==> src/rtl/inst_sequencer.sv <==
// Instruction fetch/execute sequencer: fetches one- or two-byte instructions,
// pulses execEn for one cycle per instruction, applies taken branches, halts on 8'hFF.
module inst_sequencer #(
  parameter logic [7:0] RESET_PC = 8'h00
) (
  input  logic       clk,
  input  logic       rst,
  output logic [7:0] memAddr,
  output logic       memReq,
  input  logic       memAck,
  input  logic [7:0] memData,
  output logic [7:0] inst,
  output logic [7:0] imm,
  output logic       execEn,
  input  logic       jmpEn,
  input  logic [7:0] jmpAddr,
  output logic       halted,
  output logic [1:0] dbg_state
);

  localparam logic [1:0] S_FETCH     = 2'd0;
  localparam logic [1:0] S_FETCH_IMM = 2'd1;
  localparam logic [1:0] S_EXECUTE   = 2'd2;
  localparam logic [1:0] S_HALT      = 2'd3;

  // Handshake: a fetch completes on any cycle where memReq && memAck; memAck is
  // ignored when memReq is low and memData is only sampled on that completing cycle.
  logic [1:0] state_q, state_d;
  logic [7:0] pc_q, pc_d;
  logic [7:0] inst_q, inst_d;
  logic [7:0] imm_q, imm_d;

  always_comb begin
    state_d = state_q;
    pc_d    = pc_q;
    inst_d  = inst_q;
    imm_d   = imm_q;
    case (state_q)
      S_FETCH: begin
        if (memAck) begin
          inst_d = memData;
          pc_d   = pc_q + 8'd1;
          if (memData == 8'hFF)            state_d = S_HALT;
          else if (memData[7:4] == 4'b0111) state_d = S_FETCH_IMM;
          else                             state_d = S_EXECUTE;
        end
      end
      S_FETCH_IMM: begin
        if (memAck) begin
          imm_d   = memData;
          pc_d    = pc_q + 8'd1;
          state_d = S_EXECUTE;
        end
      end
      S_EXECUTE: begin
        if (jmpEn) pc_d = jmpAddr;
        state_d = S_FETCH;
      end
      default: begin
        state_d = S_HALT;
      end
    endcase
  end

  always_ff @(posedge clk) begin
    if (!rst) begin
      state_q <= S_FETCH;
      pc_q    <= RESET_PC;
      inst_q  <= 8'h00;
      imm_q   <= 8'h00;
    end else begin
      state_q <= state_d;
      pc_q    <= pc_d;
      inst_q  <= inst_d;
      imm_q   <= imm_d;
    end
  end

  // Strobes are gated by rst directly so they drop in the very cycle reset is low.
  assign memReq    = rst & ((state_q == S_FETCH) | (state_q == S_FETCH_IMM));
  assign execEn    = rst & (state_q == S_EXECUTE);
  assign halted    = rst & (state_q == S_HALT);
  assign memAddr   = pc_q;
  assign inst      = inst_q;
  assign imm       = imm_q;
  assign dbg_state = state_q;

endmodule

==> config.mk <==
export PLATFORM = sky130hd
export DESIGN_NAME = inst_sequencer
export DESIGN_NICKNAME = d
export VERILOG_FILES = /design/src/rtl/inst_sequencer.sv
export SDC_FILE = /design/constraint.sdc
export NUM_CORES = 1
export LEC_CHECK = 0
export CAP_MARGIN = 15
export CELL_PAD_IN_SITES_DETAIL_PLACEMENT = 2
export CELL_PAD_IN_SITES_GLOBAL_PLACEMENT = 2
export CORE_UTILIZATION = 26
export CTS_CLUSTER_DIAMETER = 100
export CTS_CLUSTER_SIZE = 25
export DETAILED_ROUTE_END_ITERATION = 10
export MAX_ROUTING_LAYER = met4
export PLACE_DENSITY = 0.92
export SETUP_SLACK_MARGIN = 0.5
export SLEW_MARGIN = 30
export SYNTH_ARGS = -nofsm -noshare
export SYNTH_HDL_FRONTEND = slang
export SYNTH_SLANG_ARGS = --single-unit
export TNS_END_PERCENT = 30
==> constraint.sdc <==
create_clock -name clk -period 4.8 [get_ports clk]
set_input_delay 0.48 -clock clk [delete_from_list [all_inputs] [get_ports clk]]
set_output_delay 0.48 -clock clk [all_outputs]
set_load 0.02 [all_outputs]
cell_classes.png
Drawn at 4 px/um.
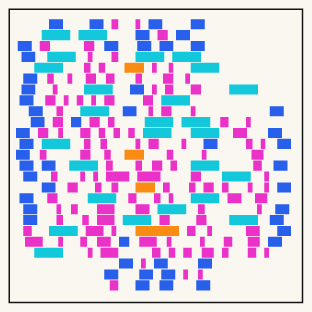
class	colour	cells
other buffers and delay cells	blue	50
all other logic	magenta	123
flops	cyan	26
clock drivers and dummy loads	orange	4

pins.png
Drawn at 4 px/um. Pins as bars across the die edge, other pins in grey.
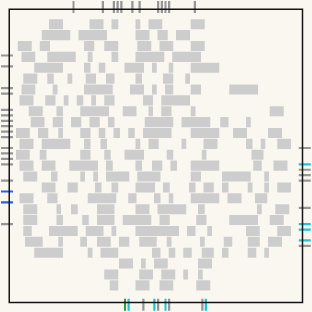
port	colour	pins	direction	edge
dbg_state	blue	2	output	left
memAddr	cyan	8	output	4 bottom, 4 right
jmpEn	green	1	input	bottom
all pins by edge	18 left, 12 top, 10 right, 9 bottom
Die Wd: 72.9 um
# port buffers: 48
Die H: 72.9 um

==> impl_metrics.py <==
# Flow results
metrics = {
    "floorplanning": {
        "dieArea_um2": 5320,
    },
    "finish": {
        "clock_area_share_pct": 3.71,
        "comb_cells": 121,
        "buf_share_pct": 25.8,
        "logic_area_um2": 743,
        "fin_cells": 270,
        "syn_to_final_growth_pct": 47.0,
        "nFlopsAndLatches": 26,
        "fillers": 551,
        "utilization_pct": 40.2,
        "drive_gt1_share_pct": 3.94,
    },
    "yosys": {
        "most_common_cell": "nand2_1",
        "synthAoiAreaFrac_pct": 26.4,
        "ff_type": "dfxtp_1",
        "ys_chip_area_um2": 1310,
        "syn_area_um2": 1310,
        "ys_seq_share_pct": 39.8,
        "yosysUniqueCellTypes": 32,
        "synthesis.nets": 184,
        "logic_family": "AND-OR/OR-AND gates",
        "synth_area_per_cell_um2": 8.28,
        "synth_cells": 158,
        "ys.flops": 26,
        "xor_share_pct": 0,
    },
    "setup_path": {
        "max_stage_delay_ns": 0.66,
        "worstPathCellList": "clkdlybuf4s50_1, buf_4, o21a_1, clkdlybuf4s50_1",
        "path_delay_family": "buffers and inverters",
        "critPathArrivalTime_ns": 2.21,
        "slowest_stage": "clkdlybuf4s50_1",
        "cp.required_ns": 4.32,
        "worst-path-max-fanout": 20,
        "crit_path_end": "memReq",
        "worstRegToRegCells": 6,
        "r2r-start": "dbg_state[0]",
        "worstSetupPathType": "input port to primary output",
    },
    "sta": {
        "worst_hold_slack_ns": 0.477,
        "setup_ws_ns": 2.11,
        "setup_viol_count_final": 0,
        "final-hold-violation-count": 0,
        "final_max_slew_viol_count": 0,
        "fin_tns_setup_ns": 0,
        "max_freq_mhz": 371,
    },
    "drt": {
        "ant_nets": 0,
        "wl_met2_um": 2190,
        "met1_length_um": 2030,
        "wl_per_cell_um": 16.2,
        "first_iter_violations": 48,
        "wl_met3_um": 125,
        "top_layer_used": "met4",
    },
    "pwr": {
        "power_density_nw_per_um2": 509,
        "clkPwrFrac_pct": 19.2,
        "power.internal_w": 0.000576,
        "total_power_w": 0.000979,
        "power_leader": "combinational cells",
        "powerClk_w": 0.000188,
        "p_switching_w": 0.000402,
    },
    "global_routing": {
        "antenna_found_initial": 0,
        "grt.busiest_layer": "met2",
        "grtUsageMet3_pct": 1.66,
        "grt_max_degree": 24,
        "track_usage_pct": 18.3,
        "use_met2_pct": 32.2,
    },
    "clock_network": {
        "postCtsSetupBuffers": 0,
        "clk_path_buf_depth": 2,
        "ctsHoldBuffers": 0,
        "cts_resized": 0,
        "path_clk_slew_ns": 0.10,
    },
    "place": {
        "place_area_um2": 1850,
        "pre_cts_ws_ns": 2.09,
        "dp_hpwl_um": 3030,
        "gp_congestion": 0.717,
    },
    "hold_path": {
        "hold_start": "inst[0]",
        "worst_hold_path.num_cells": 2,
    },
    "outcome": {
        "status": "finished clean",
    },
}
final_clocks.png
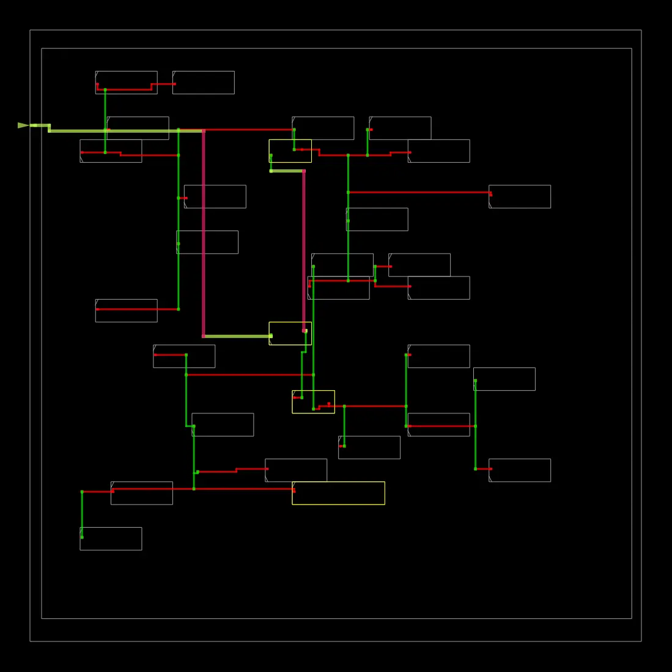
clk latency late pin: 0.28 ns
final-layout clock buffer total: 3
Final Skew: 0.00415 ns
Num CTS Buffers: 3

Power figures rest on the tool's default switching activity, not on a simulated workload.
